===== config.mk =====
export PLATFORM = sky130hd
export DESIGN_NAME = edge_magnitude
export DESIGN_NICKNAME = d
export VERILOG_FILES = /design/src/rtl/edge_magnitude.sv
export SDC_FILE = /design/constraint.sdc
export NUM_CORES = 1
export LEC_CHECK = 0
export ABC_AREA = 1
export CAP_MARGIN = 25
export CORE_AREA = 3 3 100 150
export CTS_BUF_LIST = sky130_fd_sc_hd__clkbuf_4
export DETAILED_ROUTE_END_ITERATION = 16
export DIE_AREA = 0 0 103 153
export DONT_BUFFER_PORTS = 1
export PLACE_DENSITY = 0.46
export SYNTH_ARGS = -nofsm -noshare
export SYNTH_HDL_FRONTEND = slang
export SYNTH_SLANG_ARGS = --single-unit

===== constraint.sdc =====
create_clock -name clk -period 3.24 [get_ports clk]
set_input_delay 0.324 -clock clk [delete_from_list [all_inputs] [get_ports clk]]
set_output_delay 0.324 -clock clk [all_outputs]
set_load 0.02 [all_outputs]

===== src/rtl/edge_magnitude.sv =====
// Sobel gradient magnitude stage: |gx| + |gy| saturated to 8 bits, edge flag
// against THRESH, and a saturating count of delivered edge pixels.
module edge_magnitude #(
    parameter int THRESH = 128,
    parameter int CNT_W  = 16
) (
    input  logic             clk,
    input  logic             rst,
    input  logic             in_valid,
    output logic             in_ready,
    input  logic [9:0]       gx_r,
    input  logic [9:0]       gx_l,
    input  logic [9:0]       gy_b,
    input  logic [9:0]       gy_t,
    output logic             out_valid,
    input  logic             out_ready,
    output logic [7:0]       mag_out,
    output logic             edge_out,
    input  logic             cnt_clr,
    output logic [CNT_W-1:0] edge_cnt
);

    localparam int              DATA_W    = 10;
    localparam logic [7:0]      THRESH_U8 = THRESH[7:0];
    localparam logic [CNT_W-1:0] CNT_MAX  = '1;

    function automatic logic [DATA_W-1:0] abs_val(input logic signed [DATA_W:0] d);
        logic signed [DATA_W:0] m;
        m = d[DATA_W] ? -d : d;
        return m[DATA_W-1:0];
    endfunction

    function automatic logic [7:0] sat_u8(input logic [DATA_W:0] s);
        return (|s[DATA_W:8]) ? 8'hFF : s[7:0];
    endfunction

    logic                     adv;
    logic                     vld_p1, vld_p2, vld_p3;
    logic signed [DATA_W:0]   dx_p1, dy_p1;
    logic [DATA_W-1:0]        ax_p2, ay_p2;
    logic [7:0]               mag_p3;
    logic                     edge_p3;
    logic [DATA_W:0]          sum_p2;
    logic [7:0]               mag_nxt;

    // Stall-all pipeline: every stage moves together or holds together.
    assign adv      = !vld_p3 || out_ready;
    assign in_ready = adv;

    assign sum_p2  = {1'b0, ax_p2} + {1'b0, ay_p2};
    assign mag_nxt = sat_u8(sum_p2);

    // S1: signed gradients
    always_ff @(posedge clk or negedge rst) begin
        if (!rst) begin
            vld_p1 <= 1'b0;
            dx_p1  <= '0;
            dy_p1  <= '0;
        end else if (adv) begin
            vld_p1 <= in_valid;
            dx_p1  <= $signed({1'b0, gx_r}) - $signed({1'b0, gx_l});
            dy_p1  <= $signed({1'b0, gy_b}) - $signed({1'b0, gy_t});
        end
    end

    // S2: absolute values
    always_ff @(posedge clk or negedge rst) begin
        if (!rst) begin
            vld_p2 <= 1'b0;
            ax_p2  <= '0;
            ay_p2  <= '0;
        end else if (adv) begin
            vld_p2 <= vld_p1;
            ax_p2  <= abs_val(dx_p1);
            ay_p2  <= abs_val(dy_p1);
        end
    end

    // S3: saturated magnitude and edge flag, drives the outputs
    always_ff @(posedge clk or negedge rst) begin
        if (!rst) begin
            vld_p3  <= 1'b0;
            mag_p3  <= '0;
            edge_p3 <= 1'b0;
        end else if (adv) begin
            vld_p3  <= vld_p2;
            mag_p3  <= mag_nxt;
            edge_p3 <= (mag_nxt >= THRESH_U8);
        end
    end

    assign out_valid = vld_p3;
    assign mag_out   = mag_p3;
    assign edge_out  = edge_p3;

    // Edge counter counts delivered pixels only; clear has priority.
    always_ff @(posedge clk or negedge rst) begin
        if (!rst) begin
            edge_cnt <= '0;
        end else if (cnt_clr) begin
            edge_cnt <= '0;
        end else if (vld_p3 && out_ready && edge_p3 && (edge_cnt != CNT_MAX)) begin
            edge_cnt <= edge_cnt + 1'b1;
        end
    end

endmodule

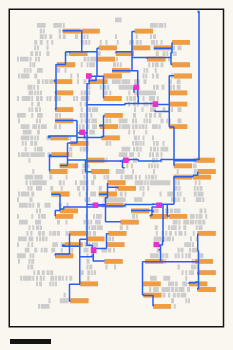
Fig. 1. Clock distribution.
Scale bar: 20 um.
[clock drivers] magenta | count: 9
[clock wires] blue | length: 1050 um
[flip-flops] orange | count: 69
flops lie: spread over the die
Clk power: 0.650 mW
clock share of power: 0.166
clock skew: 0.0196 ns

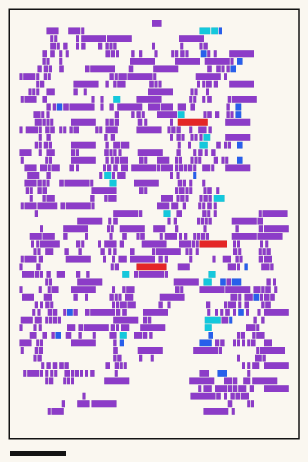
Fig. 2. Cell sizes after repair.
Scale bar: 20 um.
[_2 cells] blue | cells: 22 | share: 3.3%
[_0 and _1 cells] purple | cells: 628 | share: 94%
[_6 and larger] red | cells: 3 | share: 0.45%
[_3 and _4 cells] cyan | cells: 16 | share: 2.4%
Plain + repair buffers: 5
crit path setup slack, layout: 0.947 ns
post-route cell area: 0.00520 mm2
Area Growth Syn to Fin: 7.59%

==> run_results.csv <==
group,metric,value,unit
yosys,synth_cells,664,
status,status,"completed",
floorplan,tapcell.inserted,165,
cells_and_area,comb.multi_input.count,470,
floorplan,die_y,153,um
yosys,yosys_area,0.00483,mm2
floorplan,io_pins,72,
setup_path,crit_path_top_delay_cell,"dfrtp_1",
floorplan,row_count,53,
cells_and_area,nFillCells,1494,
place,portBuffers,0,
yosys,ys_cells,664,
cts,clk_latency,0.44,ns
yosys,synth_nets,745,
timing,slew_headroom,0.556,
route,drt_pass1_iterations,4,
setup_path,path_cells,"ha_1 > nand3_2 > nor3_4 > nand3_2 > nand2_2 > nand2_1 > inv_2 > nand2_1 > o31ai_1",
cells_and_area,bufAreaShareNonClock,0.0125,
cells_and_area,clock_area_frac,0.0313,
route,drc,0,
route,ant_nets,0,
place,gp_congestion,0.832,
pwr,p_leak,2.70,nW
run,warning_count,26,
place,place_area,0.00498,mm2
timing,timing.fmax,436,MHz
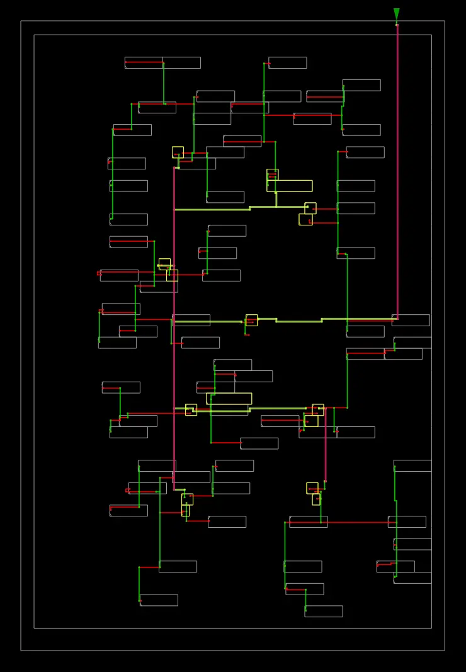
Fig. 3. Clock wiring as the flow saved it.
number of buffers created by CTS: 9
clock buffer count: 10
clock sinks: 69
number of sequential cells: 69

## kinds of logic after synthesis
family,count (synthesis),synth area share
AND/OR/NAND/NOR,306,0.277
buffers and inverters,125,0.100
AND-OR/OR-AND,93,0.105
flip-flops,69,0.357
adder cells (fa/ha/maj),36,0.0979
XOR/XNOR,35,0.0634
## flip-flops by register name, indices dropped and copies added, names as in the netlist
| signal | flops |
|---|---|
| out_valid | 1 |
| edge_cnt | 16 |
| ay_p2 | 10 |
| vld_p2 | 1 |
| dx_p1 | 11 |
| vld_p1 | 1 |
| mag_out | 8 |
| ax_p2 | 10 |
| dy_p1 | 11 |
## layer usage
metal,up-vias,global-route usage,routed length (um)
met1,1833,0.168,4550
met4,0,0.0549,237
met2,77,0.274,5980
li1,2115,-,-
met3,12,0.0315,406
met5,-,0,0
## power by group through the flow
stage	clock [mW]	sequential, mW	combinational (mW)
final	0.650	1.40	1.88
after CTS	0.679	1.41	1.91
after detailed placement	0	1.43	1.87
after floorplan	0	1.32	1.53
after global routing	0.710	1.44	2.19
after global placement	0	1.42	1.85
## what timing repair did
item,4_1_cts,5_1_grt
hold buffers,4,0
endpoints found under the hold margin,77,0
setup endpoints to repair,0,0
## worst paths after layout
| check | end | startpoint | depth (start not counted) | slack (ns) |
|---|---|---|---|---|
| max | edge_cnt[7] | edge_cnt[0] | 9 | 0.95 |
| min | edge_cnt[9] | cnt_clr | 3 | 0.03 |
| max reg2reg | edge_cnt[7] | edge_cnt[0] | 9 | 0.95 |
| min reg2reg | out_valid | vld_p2 | 2 | 0.46 |
| max in group asynchronous | mag_out[5] | rst | 2 | 2.48 |
| min in group asynchronous | ax_p2[1] | rst | 2 | 0.46 |
No activity file was given, so power comes from the tool's default toggle rates.
